## config.mk

```make
export PLATFORM = sky130hd
export DESIGN_NAME = combo_alu_sequencer_flat
export DESIGN_NICKNAME = d
export VERILOG_FILES = /design/src/rtl/combo_pkg.sv /design/src/rtl/combo_alu_sequencer_if.sv /design/src/rtl/lock_timer.sv /design/src/rtl/combo_alu_sequencer.sv /design/src/flat_wrapper.sv
export SDC_FILE = /design/constraint.sdc
export NUM_CORES = 1
export LEC_CHECK = 0
export CORE_MARGIN = 5
export CORE_UTILIZATION = 25
export DETAILED_ROUTE_END_ITERATION = 6
export SETUP_SLACK_MARGIN = 0.02
export SYNTH_ARGS = -nofsm -noshare
export SYNTH_HDL_FRONTEND = slang
export SYNTH_SLANG_ARGS = --single-unit
```

## constraint.sdc

```tcl
create_clock -name CLK -period 3.7 [get_ports CLK]
set_input_delay 0.74 -clock CLK [delete_from_list [all_inputs] [get_ports CLK]]
set_output_delay 0.74 -clock CLK [all_outputs]
set_load 0.005 [all_outputs]
```

## src/rtl/combo_pkg.sv

```systemverilog
// ============================================================================
// Module : combo_pkg
// Brief  : Shared widths, defaults, FSM encoding and digit helpers for the
//          COMBO_ALU sequencer.
// Rev    : 1.0 - initial release
// ============================================================================
`default_nettype none

package combo_pkg;

  localparam int DIGIT_W     = 5;
  localparam int COMBO_MOD   = 30;
  localparam int DEF_ALU_LAT = 4;
  localparam int DEF_LOAD_AT = 2;

  typedef logic [DIGIT_W-1:0] digit_t;

  typedef enum logic [2:0] {
    ST_IDLE   = 3'd0,
    ST_ISSUE  = 3'd1,
    ST_WAIT   = 3'd2,
    ST_CHECK  = 3'd3,
    ST_RESULT = 3'd4,
    ST_LOCK   = 3'd5
  } state_t;

  // A digit the ALU's modulo-30 arithmetic does not define.
  function automatic logic digit_out_of_range(input digit_t d);
    return d >= digit_t'(COMBO_MOD);
  endfunction

endpackage

`default_nettype wire

```

## src/rtl/combo_alu_sequencer_if.sv

```systemverilog
// ============================================================================
// Module : combo_alu_sequencer_if
// Brief  : Keypad-side request/key bus plus the COMBO_ALU operand/result bus
//          and status outputs of the sequencer.
// Rev    : 1.0 - initial release
// ============================================================================
`default_nettype none

interface combo_alu_sequencer_if #(
  parameter int FAIL_W = 2
);
  import combo_pkg::*;

  logic              start;
  digit_t            digit0;
  digit_t            digit1;
  digit_t            digit2;
  logic              key_wr;
  digit_t            key0;
  digit_t            key1;
  digit_t            key2;
  digit_t            alu_out0;
  digit_t            alu_out1;
  digit_t            alu_out2;
  digit_t            alu_a;
  digit_t            alu_b;
  digit_t            alu_c;
  logic              alu_load;
  logic              busy;
  logic              done;
  logic              pass;
  logic              locked;
  logic [FAIL_W-1:0] fail_cnt;

  // Front end / ALU side: drives requests and ALU results, observes status.
  modport master (
    output start, digit0, digit1, digit2,
    output key_wr, key0, key1, key2,
    output alu_out0, alu_out1, alu_out2,
    input  alu_a, alu_b, alu_c, alu_load,
    input  busy, done, pass, locked, fail_cnt
  );

  // Sequencer side.
  modport slave (
    input  start, digit0, digit1, digit2,
    input  key_wr, key0, key1, key2,
    input  alu_out0, alu_out1, alu_out2,
    output alu_a, alu_b, alu_c, alu_load,
    output busy, done, pass, locked, fail_cnt
  );

endinterface

`default_nettype wire

```

## src/rtl/lock_timer.sv

```systemverilog
// ============================================================================
// Module : lock_timer
// Brief  : Loadable down-counter; expire is high during the last enabled
//          cycle of a CYCLES-long window started by load.
// Rev    : 1.0 - initial release
// ============================================================================
`default_nettype none

module lock_timer #(
  parameter int CYCLES = 16
) (
  input  wire logic clk,
  input  wire logic rst,
  input  wire logic load,
  input  wire logic en,
  output logic      expire
);

  localparam int W = (CYCLES > 1) ? $clog2(CYCLES) : 1;

  logic [W-1:0] cnt;

  // Load CYCLES-1 so that counts CYCLES-1..0 span exactly CYCLES cycles.
  always_ff @(posedge clk) begin
    if (rst) begin
      cnt <= '0;
    end else if (load) begin
      cnt <= W'(CYCLES - 1);
    end else if (en && (cnt != '0)) begin
      cnt <= cnt - 1'b1;
    end
  end

  assign expire = en && (cnt == '0);

endmodule

`default_nettype wire

```

## src/rtl/combo_alu_sequencer.sv

```systemverilog
// ============================================================================
// Module : combo_alu_sequencer
// Brief  : Sequences one combination check through COMBO_ALU (adder, divider,
//          LFSR, subtractors), compares the offsets with a programmed key,
//          tracks consecutive failures and enforces a timed lockout.
//          Optional macro COMBO_RANGE_CHECK_EN: a start with any digit above
//          29 skips the ALU and fails in two cycles.
// Rev    : 1.0 - initial release
// ============================================================================
`default_nettype none

module combo_alu_sequencer
  import combo_pkg::*;
#(
  parameter int ALU_LAT     = DEF_ALU_LAT,
  parameter int LOAD_AT     = DEF_LOAD_AT,
  parameter int MAX_FAIL    = 3,
  parameter int LOCK_CYCLES = 16,
  parameter int FAIL_W      = 2
) (
  input  wire logic             CLK,
  input  wire logic             RST,
  combo_alu_sequencer_if.slave  bus
);

  localparam int CNT_W = $clog2(ALU_LAT + 1);
  localparam logic [CNT_W-1:0] WAIT_LAST = CNT_W'(ALU_LAT - 1);
  localparam logic [CNT_W-1:0] LOAD_CNT  = CNT_W'(LOAD_AT);
  localparam logic [FAIL_W-1:0] FAIL_MAX = FAIL_W'(MAX_FAIL);

  state_t            state;
  state_t            state_nxt;
  logic [CNT_W-1:0]  wait_cnt;
  digit_t            a_r, b_r, c_r;
  digit_t            key0_r, key1_r, key2_r;
  digit_t            smp0_r, smp1_r, smp2_r;
  logic              bad_r;
  logic              pass_r;
  logic [FAIL_W-1:0] fail_r;
  logic [FAIL_W-1:0] fail_nxt;
  logic              match;
  logic              digits_bad;
  logic              lock_load;
  logic              lock_expire;

`ifdef COMBO_RANGE_CHECK_EN
  assign digits_bad = digit_out_of_range(bus.digit0) ||
                      digit_out_of_range(bus.digit1) ||
                      digit_out_of_range(bus.digit2);
`else
  assign digits_bad = 1'b0;
`endif

  // Saturating increment of the consecutive-failure count.
  assign fail_nxt = (fail_r == {FAIL_W{1'b1}}) ? fail_r : fail_r + 1'b1;

  // An out-of-range request is forced to fail regardless of stale samples.
  assign match = !bad_r && (smp0_r == key0_r) && (smp1_r == key1_r) &&
                 (smp2_r == key2_r);

  // State register.
  always_ff @(posedge CLK) begin
    if (RST) state <= ST_IDLE;
    else     state <= state_nxt;
  end

  // Next-state logic; key_wr has priority over start in IDLE.
  always_comb begin
    state_nxt = state;
    unique case (state)
      ST_IDLE: begin
        if (!bus.key_wr && bus.start) begin
          // A rejected request skips ISSUE/WAIT and reaches RESULT via CHECK.
          state_nxt = digits_bad ? ST_CHECK : ST_ISSUE;
        end
      end
      ST_ISSUE:  state_nxt = ST_WAIT;
      ST_WAIT: begin
        if (wait_cnt == WAIT_LAST) state_nxt = ST_CHECK;
      end
      ST_CHECK:  state_nxt = ST_RESULT;
      ST_RESULT: begin
        if (!pass_r && (fail_nxt >= FAIL_MAX)) state_nxt = ST_LOCK;
        else                                   state_nxt = ST_IDLE;
      end
      ST_LOCK: begin
        if (lock_expire) state_nxt = ST_IDLE;
      end
      default:   state_nxt = ST_IDLE;
    endcase
  end

  // Datapath registers: key, held operands, wait counter, samples, result.
  always_ff @(posedge CLK) begin
    if (RST) begin
      a_r      <= '0;
      b_r      <= '0;
      c_r      <= '0;
      key0_r   <= '0;
      key1_r   <= '0;
      key2_r   <= '0;
      smp0_r   <= '0;
      smp1_r   <= '0;
      smp2_r   <= '0;
      wait_cnt <= '0;
      bad_r    <= 1'b0;
      pass_r   <= 1'b0;
      fail_r   <= '0;
    end else begin
      unique case (state)
        ST_IDLE: begin
          if (bus.key_wr) begin
            key0_r <= bus.key0;
            key1_r <= bus.key1;
            key2_r <= bus.key2;
          end else if (bus.start) begin
            a_r   <= bus.digit0;
            b_r   <= bus.digit1;
            c_r   <= bus.digit2;
            bad_r <= digits_bad;
          end
        end
        ST_ISSUE: wait_cnt <= '0;
        ST_WAIT: begin
          wait_cnt <= wait_cnt + 1'b1;
          if (wait_cnt == WAIT_LAST) begin
            smp0_r <= bus.alu_out0;
            smp1_r <= bus.alu_out1;
            smp2_r <= bus.alu_out2;
          end
        end
        ST_CHECK:  pass_r <= match;
        ST_RESULT: fail_r <= pass_r ? '0 : fail_nxt;
        ST_LOCK: begin
          if (lock_expire) fail_r <= '0;
        end
        default: ;
      endcase
    end
  end

  assign lock_load = (state == ST_RESULT) && (state_nxt == ST_LOCK);

  lock_timer #(
    .CYCLES (LOCK_CYCLES)
  ) u_lock_timer (
    .clk    (CLK),
    .rst    (RST),
    .load   (lock_load),
    .en     (state == ST_LOCK),
    .expire (lock_expire)
  );

  // Status and ALU control outputs decoded from state.
  always_comb begin
    bus.alu_a    = a_r;
    bus.alu_b    = b_r;
    bus.alu_c    = c_r;
    bus.alu_load = (state == ST_WAIT) && (wait_cnt == LOAD_CNT);
    bus.busy     = (state != ST_IDLE);
    bus.done     = (state == ST_RESULT);
    bus.pass     = pass_r;
    bus.locked   = (state == ST_LOCK);
    bus.fail_cnt = fail_r;
  end

endmodule

`default_nettype wire

```

## src/flat_wrapper.sv

```systemverilog
// flat-port wrapper written by rule: the top's interface ports become plain ports
module combo_alu_sequencer_flat import combo_pkg::*;
#(
  parameter int ALU_LAT     = DEF_ALU_LAT,
  parameter int LOAD_AT     = DEF_LOAD_AT,
  parameter int MAX_FAIL    = 3,
  parameter int LOCK_CYCLES = 16,
  parameter int FAIL_W      = 2
)
  (CLK, RST, bus_start, bus_digit0, bus_digit1, bus_digit2, bus_key_wr, bus_key0, bus_key1, bus_key2, bus_alu_out0, bus_alu_out1, bus_alu_out2, bus_alu_a, bus_alu_b, bus_alu_c, bus_alu_load, bus_busy, bus_done, bus_pass, bus_locked, bus_fail_cnt);
  combo_alu_sequencer_if #(.FAIL_W(FAIL_W)) bus_i ();
  input  wire logic CLK;
  input  wire logic RST;
  input wire logic [$bits(bus_i.start)-1:0] bus_start;
  input wire logic [$bits(bus_i.digit0)-1:0] bus_digit0;
  input wire logic [$bits(bus_i.digit1)-1:0] bus_digit1;
  input wire logic [$bits(bus_i.digit2)-1:0] bus_digit2;
  input wire logic [$bits(bus_i.key_wr)-1:0] bus_key_wr;
  input wire logic [$bits(bus_i.key0)-1:0] bus_key0;
  input wire logic [$bits(bus_i.key1)-1:0] bus_key1;
  input wire logic [$bits(bus_i.key2)-1:0] bus_key2;
  input wire logic [$bits(bus_i.alu_out0)-1:0] bus_alu_out0;
  input wire logic [$bits(bus_i.alu_out1)-1:0] bus_alu_out1;
  input wire logic [$bits(bus_i.alu_out2)-1:0] bus_alu_out2;
  output wire logic [$bits(bus_i.alu_a)-1:0] bus_alu_a;
  output wire logic [$bits(bus_i.alu_b)-1:0] bus_alu_b;
  output wire logic [$bits(bus_i.alu_c)-1:0] bus_alu_c;
  output wire logic [$bits(bus_i.alu_load)-1:0] bus_alu_load;
  output wire logic [$bits(bus_i.busy)-1:0] bus_busy;
  output wire logic [$bits(bus_i.done)-1:0] bus_done;
  output wire logic [$bits(bus_i.pass)-1:0] bus_pass;
  output wire logic [$bits(bus_i.locked)-1:0] bus_locked;
  output wire logic [$bits(bus_i.fail_cnt)-1:0] bus_fail_cnt;
  assign bus_i.start = bus_start;
  assign bus_i.digit0 = bus_digit0;
  assign bus_i.digit1 = bus_digit1;
  assign bus_i.digit2 = bus_digit2;
  assign bus_i.key_wr = bus_key_wr;
  assign bus_i.key0 = bus_key0;
  assign bus_i.key1 = bus_key1;
  assign bus_i.key2 = bus_key2;
  assign bus_i.alu_out0 = bus_alu_out0;
  assign bus_i.alu_out1 = bus_alu_out1;
  assign bus_i.alu_out2 = bus_alu_out2;
  assign bus_alu_a = bus_i.alu_a;
  assign bus_alu_b = bus_i.alu_b;
  assign bus_alu_c = bus_i.alu_c;
  assign bus_alu_load = bus_i.alu_load;
  assign bus_busy = bus_i.busy;
  assign bus_done = bus_i.done;
  assign bus_pass = bus_i.pass;
  assign bus_locked = bus_i.locked;
  assign bus_fail_cnt = bus_i.fail_cnt;
  combo_alu_sequencer #(.ALU_LAT(ALU_LAT), .LOAD_AT(LOAD_AT), .MAX_FAIL(MAX_FAIL), .LOCK_CYCLES(LOCK_CYCLES), .FAIL_W(FAIL_W)) u_core (.CLK(CLK), .RST(RST), .bus(bus_i));
endmodule
```

==> impl_metrics.py <==
# Flow results
metrics = {
    "outcome": {
        "outcome": "finished, final reports clean",
    },
    "sta": {
        "max_freq_ghz": 0.388,
        "fin_tns_setup_ps": 0,
        "tightest_slew_ps": 1050,
        "post-route-period-util": 0.696,
        "hold_ws_ps": 452,
        "finalCriticalPeriod_ps": 2580,
        "maxSlewHeadroom": 0.302,
        "setup_viol": 0,
        "final_hold_viol_count": 0,
        "fin_ws_ps": 1120,
        "rsz0062_at_grt": "no",
    },
    "drt": {
        "wl_met2_mm": 2.65,
        "drtIter0Drc": 62,
        "top_layer": "met4",
        "via_count": 2144,
        "final_antenna_net_count": 0,
        "dr.pass1.iters": 4,
        "wl_per_cell_um": 12.4,
        "vias_per_cell": 4.32,
    },
    "grt": {
        "grtUsageTotal": 0.112,
        "antenna_found_initial": 0,
        "grtUsageMet3": 0.0418,
        "overflow": 0,
        "grt_use_met1": 0.147,
        "grt_pass1_wl_mm": 10.1,
    },
    "final_layout": {
        "fillCellCount": 989,
        "stdcell_count": 496,
        "diodes": 0,
        "final_area_um2": 3380,
        "drive_above_1_share": 0.0627,
        "layout.nets": 415,
    },
    "setup_path": {
        "cp.arrival_ps": 1840,
        "r2r_cells": 3,
        "criticalPathCategory": "register to output port",
        "r2r-end": "u_core.state[0]",
        "worstPathRequired_ps": 2960,
        "r2r_slack_ps": 1890,
        "cp_max_fo": 13,
    },
    "synthesis": {
        "yosysWarnings": 0,
        "ff_type": "dfxtp_1",
        "edf_count": 0,
        "synthArstFlopShare": 0,
        "topCellsByArea": "dfxtp_1 (48%), nand2_1 (16%), a21oi_1 (10%)",
        "syn_area_um2": 2410,
        "ys_top_cells_by_count": "nand2_1 (100), dfxtp_1 (58), a21oi_1 (49), xor2_1 (16), clkbuf_1 (10)",
        "floorplan.nets": 352,
        "ys_types": 34,
        "ys_cells": 299,
        "syn_area_per_cell_um2": 8.06,
        "synth_top_cell_by_area": "dfxtp_1",
        "synth.most_common_cell": "nand2_1",
        "synth_cells": 299,
    },
    "job": {
        "cap_viol_max_count": 0,
        "log.warning_count": 27,
    },
    "placed_design": {
        "dp_slack_ps": 1430,
        "port_buffers": 70,
        "postPlaceCellArea_um2": 3190,
        "dp_cells": 480,
    },
    "clocking": {
        "cts_hold_buf": 0,
        "htreeDepth": 3,
        "clk_path_buf_depth": 2,
        "ctsRootBufferMaster": "clkbuf_8",
        "cts_buffers": 9,
        "cts_resized": 0,
        "tritoncts": "done",
    },
    "floorplan": {
        "ios": 71,
        "num_rows": 35,
        "die-area_um2": 11700,
    },
    "power": {
        "powerDensity_nw_per_um2": 408,
    },
    "min_path": {
        "min_to": "u_core.bus.alu_b[2]",
        "hold_path_class": "register to register",
        "hold_depth": 2,
        "hold_start": "u_core.bus.alu_b[2]",
    },
}
[final cells by class]
type	count	area, µm²	area share
inverters	6	22.5	0.00666
clock inverters	7	70.1	0.0207
flip-flops and latches	58	1160	0.344
multi-input cells	217	1140	0.339
clock buffers	9	124	0.0367
repair buffers	70	696	0.206
well taps	129	161	0.0478
[logic make-up (layout without fill, tap and decap cells)]
family,Yosys count,count (layout),share of synthesized area
AND-OR/OR-AND,63,63,0.148
XOR/XNOR,18,18,0.0655
adder cells (fa/ha/maj),4,4,0.0208
buffers and inverters,24,92,0.0426
flip-flops,58,58,0.482
multiplexers,1,1,0.00416
AND/OR/NAND/NOR,131,131,0.237
[cells in the final DEF, fill, tap and decap left out, types with 2 or more instances in the layout]
cell type        instances
nand2_1                100
clkdlybuf4s50_1         69
dfxtp_1                 58
a21oi_1                 49
xor2_1                  16
clkbuf_8                 9
inv_1                    6
nor2_1                   5
nor3_1                   4
o21ai_0                  4
nor4_1                   4
ha_1                     4
nand3b_1                 3
a31oi_1                  3
a22oi_1                  3
clkinv_2                 3
and3b_1                  2
nand3_1                  2
or2_2                    2
xnor2_1                  2
clkinv_4                 2
[report_power, final]
part	leakage (nW)	switching (W)	internal (W)
logic	0.686	0.0000628	0.0000846
clock network	0.0990	0.000260	0.000309
registers	0.472	0.0000176	0.000646
total	1.26	0.000340	0.00104
[worst max path at each step]
stage / startpoint / endpoint
floorplan: u_core.u_lock_timer.cnt[0] / u_core.bus.fail_cnt[0]
global placement: bus_key_wr / u_core.state[0]
global route: u_core.state[0] / bus_locked
detailed placement: bus_key_wr / u_core.state[0]
finish: u_core.state[0] / bus_locked
CTS: u_core.state[0] / bus_locked
[critical path: stages, from the launching register on]
cell and delay [ps]:
dfxtp_1 610, and3b_1 350, clkdlybuf4s50_1 540
### Power grid

Pins as bars on the die edge.
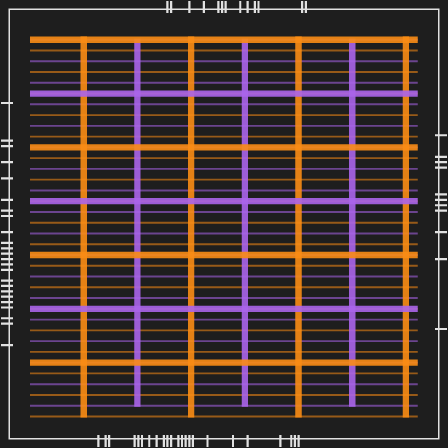
Purple shows VDD. Orange shows VSS.
The core has 35 rows. 36 met1 rails follow the rows. 71 signal pins sit on the boundary. 7 straps on met4. 7 straps on met5.
chip height: 108 µm
core area: 9330 µm²
Peak VDD IR: 146 µV
Die Wd: 108 µm

### Clock routing

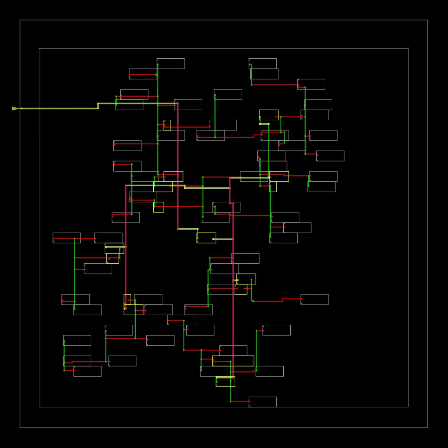
clk ins delay skew pair: 330 ps
clock sinks: 58
Worst Clk Skew: 6.84 ps
clk_buf instances: 9
Seq cells: 58

Power figures rest on the tool's default switching activity, not on a simulated workload.
